`config.mk`:
```
export PLATFORM = sky130hd
export DESIGN_NAME = drlp_psum_drain
export DESIGN_NICKNAME = d
export VERILOG_FILES = /design/src/rtl/drlp_pkg.sv /design/src/rtl/drlp_skid_fifo.sv /design/src/rtl/drlp_psum_drain.sv
export SDC_FILE = /design/constraint.sdc
export NUM_CORES = 1
export LEC_CHECK = 0
export CAP_MARGIN = 20
export CORE_AREA = 2 2 86 121
export CTS_CLUSTER_SIZE = 16
export DETAILED_ROUTE_END_ITERATION = 7
export DIE_AREA = 0 0 88 123
export PLACE_DENSITY = 0.8
export SLEW_MARGIN = 25
export SYNTH_ARGS = -nofsm -noshare
export SYNTH_HDL_FRONTEND = slang
export SYNTH_SLANG_ARGS = --single-unit
```
`constraint.sdc`:
```
create_clock -name i_clk -period 3.16 [get_ports i_clk]
set_input_delay 0.316 -clock i_clk [delete_from_list [all_inputs] [get_ports i_clk]]
set_output_delay 0.316 -clock i_clk [all_outputs]
set_load 0.1 [all_outputs]
```
`src/rtl/drlp_pkg.sv`:
```
// drlp_pkg: drain FSM state encoding and default datapath widths shared with the PE
package drlp_pkg;
   localparam int PDATA_W = 16;
   localparam int PMEM_AW = 8;
   typedef enum logic [1:0] {IDLE, RUN, FLUSH, DONE} drain_state_t;
endpackage

```
`src/rtl/drlp_skid_fifo.sv`:
```
// drlp_skid_fifo: two-entry registered first-word-first-out buffer with occupancy
module drlp_skid_fifo #(
   parameter int WIDTH = 32
) (
   input  logic             clk,
   input  logic             rst,
   input  logic             push,
   input  logic [WIDTH-1:0] data_in,
   input  logic             pop,
   output logic [WIDTH-1:0] data_out,
   output logic [1:0]       occ
);
   logic [WIDTH-1:0] mem [2];
   logic wr_ptr, rd_ptr, do_push, do_pop;
   assign do_pop = pop && occ != 2'd0;
   assign do_push = push && (occ != 2'd2 || do_pop);
   assign data_out = mem[rd_ptr];
   always_ff @(posedge clk) begin
      if (rst) begin
         mem[0] <= '0;
         mem[1] <= '0;
         wr_ptr <= 1'b0;
         rd_ptr <= 1'b0;
         occ <= 2'd0;
      end else begin
         if (do_push) mem[wr_ptr] <= data_in;
         wr_ptr <= wr_ptr ^ do_push;
         rd_ptr <= rd_ptr ^ do_pop;
         occ <= occ + {1'b0, do_push} - {1'b0, do_pop};
      end
   end
endmodule

```
`src/rtl/drlp_psum_drain.sv`:
```
// drlp_psum_drain: walks a pmem address range, packs both bank lanes (optional ReLU) onto a valid/ready stream
module drlp_psum_drain
   import drlp_pkg::*;
#(
   parameter int PDATA_WIDTH     = PDATA_W,
   parameter int PMEM_ADDR_WIDTH = PMEM_AW,
   parameter int OUT_WIDTH       = 2*PDATA_WIDTH
) (
   input  logic                       i_clk,
   input  logic                       i_rst,
   input  logic                       i_start,
   input  logic [PMEM_ADDR_WIDTH-1:0] i_base_addr,
   input  logic [PMEM_ADDR_WIDTH:0]   i_len,
   input  logic                       i_relu,
   output logic                       o_busy,
   output logic                       o_done,
   output logic                       o_pmem_rd_en0,
   output logic                       o_pmem_rd_en1,
   output logic [PMEM_ADDR_WIDTH-1:0] o_pmem_rd_addr0,
   output logic [PMEM_ADDR_WIDTH-1:0] o_pmem_rd_addr1,
   input  logic [PDATA_WIDTH-1:0]     i_result0,
   input  logic [PDATA_WIDTH-1:0]     i_result1,
   output logic [OUT_WIDTH-1:0]       o_data,
   output logic                       o_valid,
   input  logic                       i_ready
);
   drain_state_t state, state_n;
   logic [PMEM_ADDR_WIDTH-1:0] addr;
   logic [PMEM_ADDR_WIDTH:0] remaining;
   logic relu, infl, issue, pop, accept, last;
   logic [1:0] occ;
   logic [2:0] load;
   logic [PDATA_WIDTH-1:0] lane0, lane1;
   logic [OUT_WIDTH-1:0] packed_word;
   assign o_busy = state == RUN || state == FLUSH;
   assign o_done = state == DONE;
   assign accept = i_start && !o_busy;
   assign o_valid = occ != 2'd0;
   assign pop = o_valid && i_ready;
   // a pop this cycle frees a slot, so credit may be spent in the same cycle
   assign load = {1'b0, occ} + {2'b0, infl};
   assign issue = state == RUN && load < (pop ? 3'd3 : 3'd2);
   assign last = remaining == {{PMEM_ADDR_WIDTH{1'b0}}, 1'b1};
   assign o_pmem_rd_en0 = issue;
   assign o_pmem_rd_en1 = issue;
   assign o_pmem_rd_addr0 = addr;
   assign o_pmem_rd_addr1 = addr;
   assign lane0 = relu && i_result0[PDATA_WIDTH-1] ? '0 : i_result0;
   assign lane1 = relu && i_result1[PDATA_WIDTH-1] ? '0 : i_result1;
   assign packed_word = {lane1, lane0};
   always_ff @(posedge i_clk) begin
      if (i_rst) state <= IDLE;
      else state <= state_n;
   end
   always_comb begin
      state_n = state;
      case (state)
         IDLE, DONE: state_n = accept ? (i_len != '0 ? RUN : DONE) : IDLE;
         RUN:        state_n = issue && last ? FLUSH : RUN;
         FLUSH:      state_n = !infl && (occ == 2'd0 || (occ == 2'd1 && pop)) ? DONE : FLUSH;
         default:    state_n = IDLE;
      endcase
   end
   always_ff @(posedge i_clk) begin
      if (i_rst) begin
         addr <= '0;
         remaining <= '0;
         relu <= 1'b0;
         infl <= 1'b0;
      end else begin
         infl <= issue;
         if (accept) begin
            addr <= i_base_addr;
            remaining <= i_len;
            relu <= i_relu;
         end else if (issue) begin
            addr <= addr + PMEM_ADDR_WIDTH'(1);
            remaining <= remaining - (PMEM_ADDR_WIDTH+1)'(1);
         end
      end
   end
   drlp_skid_fifo #(.WIDTH(OUT_WIDTH)) u_fifo (
      .clk(i_clk),
      .rst(i_rst),
      .push(infl),
      .data_in(packed_word),
      .pop(pop),
      .data_out(o_data),
      .occ(occ)
   );
endmodule

```
**Signal wires by layer**

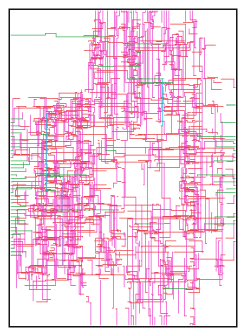
| color | layer | wire length |
|---|---|---|
| cyan | met4 | 167 microns |
| magenta | met2 | 5,530 microns |
| green | met3 | 491 microns |
| red | met1 | 3,740 microns |
final wirelength: 9.92 mm
Tot GR Track Use: 18.5%
Wirelength per Cell: 16.6 microns
DR vias: 3,248

**Clock network drawn from the DEF**

Bar = 20 microns.
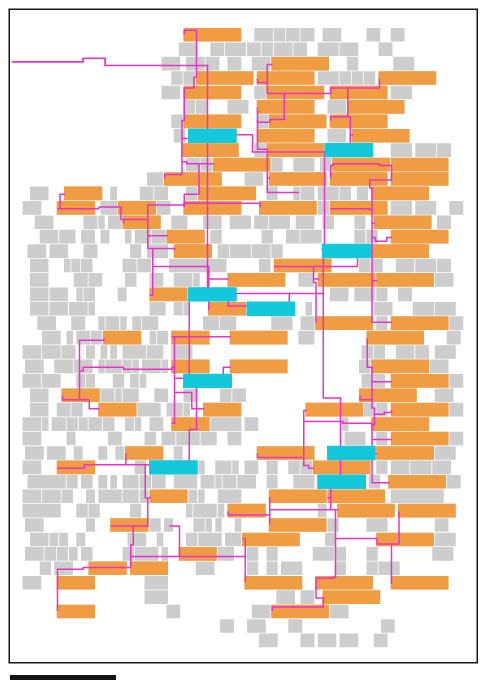
[orange] flip-flops | count: 89
[cyan] cells driving clock nets | count: 9
[magenta] clock wires | length: 993 microns
flops lie: widely spread
clk pwr: 0.00102 W
skew final: 5.63 ps
clk_lat worst skew: 330 ps
clock power share: 24.8%

**Placed cells, one color a class**

Fill, decap, tap and diode cells in gray.
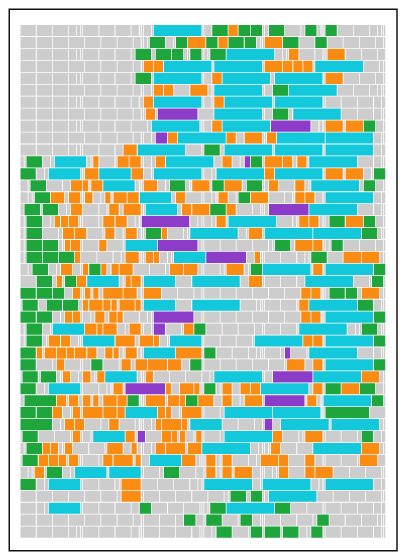
| color | class | cells |
|---|---|---|
| green | other buffers and delay cells | 116 |
| purple | clock drivers and dummy loads | 16 |
| cyan | flops | 89 |
| orange | all other logic | 241 |
Design Area, Final: 0.00570 sq mm
Final Util: 58.5%

**Pin placement**

Pins as bars across the die edge, other pins in gray.
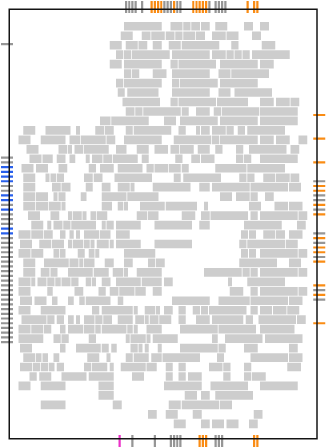
| color | port | pins | direction | edge |
|---|---|---|---|---|
| orange | o_data | 32 | output | 14 east, 13 north, 5 south |
| magenta | o_done | 1 | output | south |
| blue | i_len | 9 | input | west |
all pins by edge: 41 west, 28 north, 23 east, 15 south
IO buf count: 106
Vert. Die Dim: 123 microns
die width: 88 microns

**Placement view**

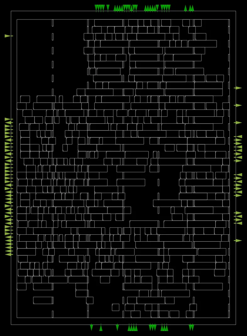
Taps Inserted: 135
FILL cells: 769
FP Rows: 43

==> flow_summary_export.csv <==
group,metric,value,unit
global_route,grt_max_degree,34,
synthesis,synth-async-reset-ratio,0,%
global_route,grt_pass1_vias,3206,
synthesis,synth_stat.cells,365,
layout,area_growth,32.1,%
synthesis,ys_sh_simple,18.2,%
clock_tree,cts_buffers,9,
worst_setup_path,worst-path-max-fanout,18,
synthesis,synth_cells,365,
drt,ant_nets,0,
synthesis,netlist_area,0.00431,sq mm
layout,diodes,0,
floorplanning,dieArea,0.0108,sq mm
drt,viasPerCell,5.44,
synthesis,synth_cell_types,38,
final_timing,hold_slack,521,ps
final_timing,maxSlewViolCount,0,
job,warning_count,29,
final_timing,finalSetupTns,0,ps
outcome,status,"finished clean",
worst_setup_path,cp_slowest_cell,"o21a_1",
floorplanning,ioPinCount,107,
global_route,grt-ovfl-total,0,
clock_tree,cts_tree,"done",
layout,drive_above_1_share,23.2,%
synthesis,aoi_share,8.16,%
final_timing,period_minus_slack,2510,ps
clock_tree,post_cts_resized,0,
pwr,p_per_area,721,mW/mm^2
final_timing,max_freq,398,MHz
final_timing,relSlewSlack,34.7,%
layout,fin_nets,521,
global_route,grt_pass1_wl,15.2,mm
synthesis,ys_sh_adder,2.90,%
drt,drtPass1Iterations,4,
clock_tree,clk_pin_slew,60,ps
synthesis,synth.mux.area_fraction,8.36,%
clock_tree,clkSinkCount,89,
worst_setup_path,cp.required,2840,ps
final_timing,tightest_slew,976,ps
placement,dpl_cell_area,0.00538,sq mm
final_timing,fin_crit_sh,79.4,%
synthesis,yosysWarnings,0,
[sequential cells by signal, indices dropped and copies added, names as in the netlist]
signal and count:
u_fifo.occ 2, state 2, u_fifo.wr_ptr 1, o_pmem_rd_addr0 8, u_fifo.rd_ptr 1, u_fifo.mem 64, remaining 9, infl 1
relu 1
[per-stage QoR]
step	setup slack (ps)	instances
floorplan	295	365
global route	454	597
finish	650	597
detailed placement	628	580
global placement	774	580
CTS	648	596
[cell families (layout without fill, tap and decap cells)]
| group | after synthesis | count (layout) |
|---|---|---|
| compound gates | 53 | 53 |
| xor+xnor | 4 | 4 |
| fa+ha+maj | 10 | 10 |
| buf+inv | 48 | 145 |
| flops | 89 | 89 |
| mux | 32 | 32 |
| simple gates | 129 | 129 |
[critical path, delay by kind of cell (launching register included)]
| kind | cells | cell delay, ps |
|---|---|---|
| simple gates | 1 | 90 |
| compound gates | 1 | 450 |
| fa+ha+maj | 2 | 480 |
| flops | 1 | 340 |
| buf+inv | 2 | 480 |
[Yosys cell counts, drive strengths merged, types with 2 or more instances]
cell	number	area (sq um)
a21oi	2	10.0
nor4	2	12.5
o21ai	18	90.1
nor3	2	10.0
xor2	2	17.5
or3	6	45.0
nor2b	2	12.5
and3b	4	35.0
xnor2	2	17.5
o31ai	10	75.1
nor2	14	52.6
or2	3	18.8
or4	12	96.3
buf	13	101
dfxtp	25	500
clkbuf	22	82.6
nand2	9	33.8
a311oi	7	61.3
ha	10	125
inv	13	48.8
nand2b	4	25.0
edfxtp	64	1920
nand3	6	30.0
nand4	2	12.5
o41ai	3	26.3
a31oi	10	62.6
and3	61	382
mux2	32	360
[layer usage]
metal	global-route usage, %	up-vias	part of all wire [%]
met5	0	-	0
met4	9.04	0	1.7
met3	3.07	10	4.9
met2	32.7	105	56
met1	21.3	1576	38
li1	-	1557	-
[report_power, final]
group / switching (W) / internal, W / total, W
Sequential: 0.0000611 / 0.00135 / 0.00141
Combinational: 0.00123 / 0.000446 / 0.00168
Clock: 0.000414 / 0.000607 / 0.00102
[cells in the final DEF, fill, tap and decap left out, types with 10 or more instances in the layout]
master | synthesis | routed
a31oi_1 | 10 | 10
and3_1 | 61 | 61
buf_4 | 12 | 44
clkdlybuf4s50_1 | 0 | 69
dfxtp_1 | 25 | 25
edfxtp_1 | 64 | 64
ha_1 | 10 | 10
inv_1 | 13 | 13
mux2_2 | 32 | 32
nor2_1 | 14 | 13
o21ai_0 | 18 | 17
o31ai_1 | 10 | 10
[worst paths after layout]
check	startpoint	end	slack, ps	depth (start not counted)
setup / recovery	u_fifo.occ[0]	o_pmem_rd_en0	650	6
hold / removal	remaining[7]	remaining[7]	520	2
setup reg to reg	u_fifo.occ[0]	remaining[7]	890	7
hold reg to reg	remaining[7]	remaining[7]	520	2
[area by class of cell]
cell class	instances	area, sq um
clock buffers	10	229
multi-input cells	228	1680
inverters	13	48.8
fillers	769	4040
flip-flops and latches	89	2420
clock inverters	6	58.8
well taps	135	169
repair buffers	116	1090
Power is estimated from default activity; no workload was simulated.
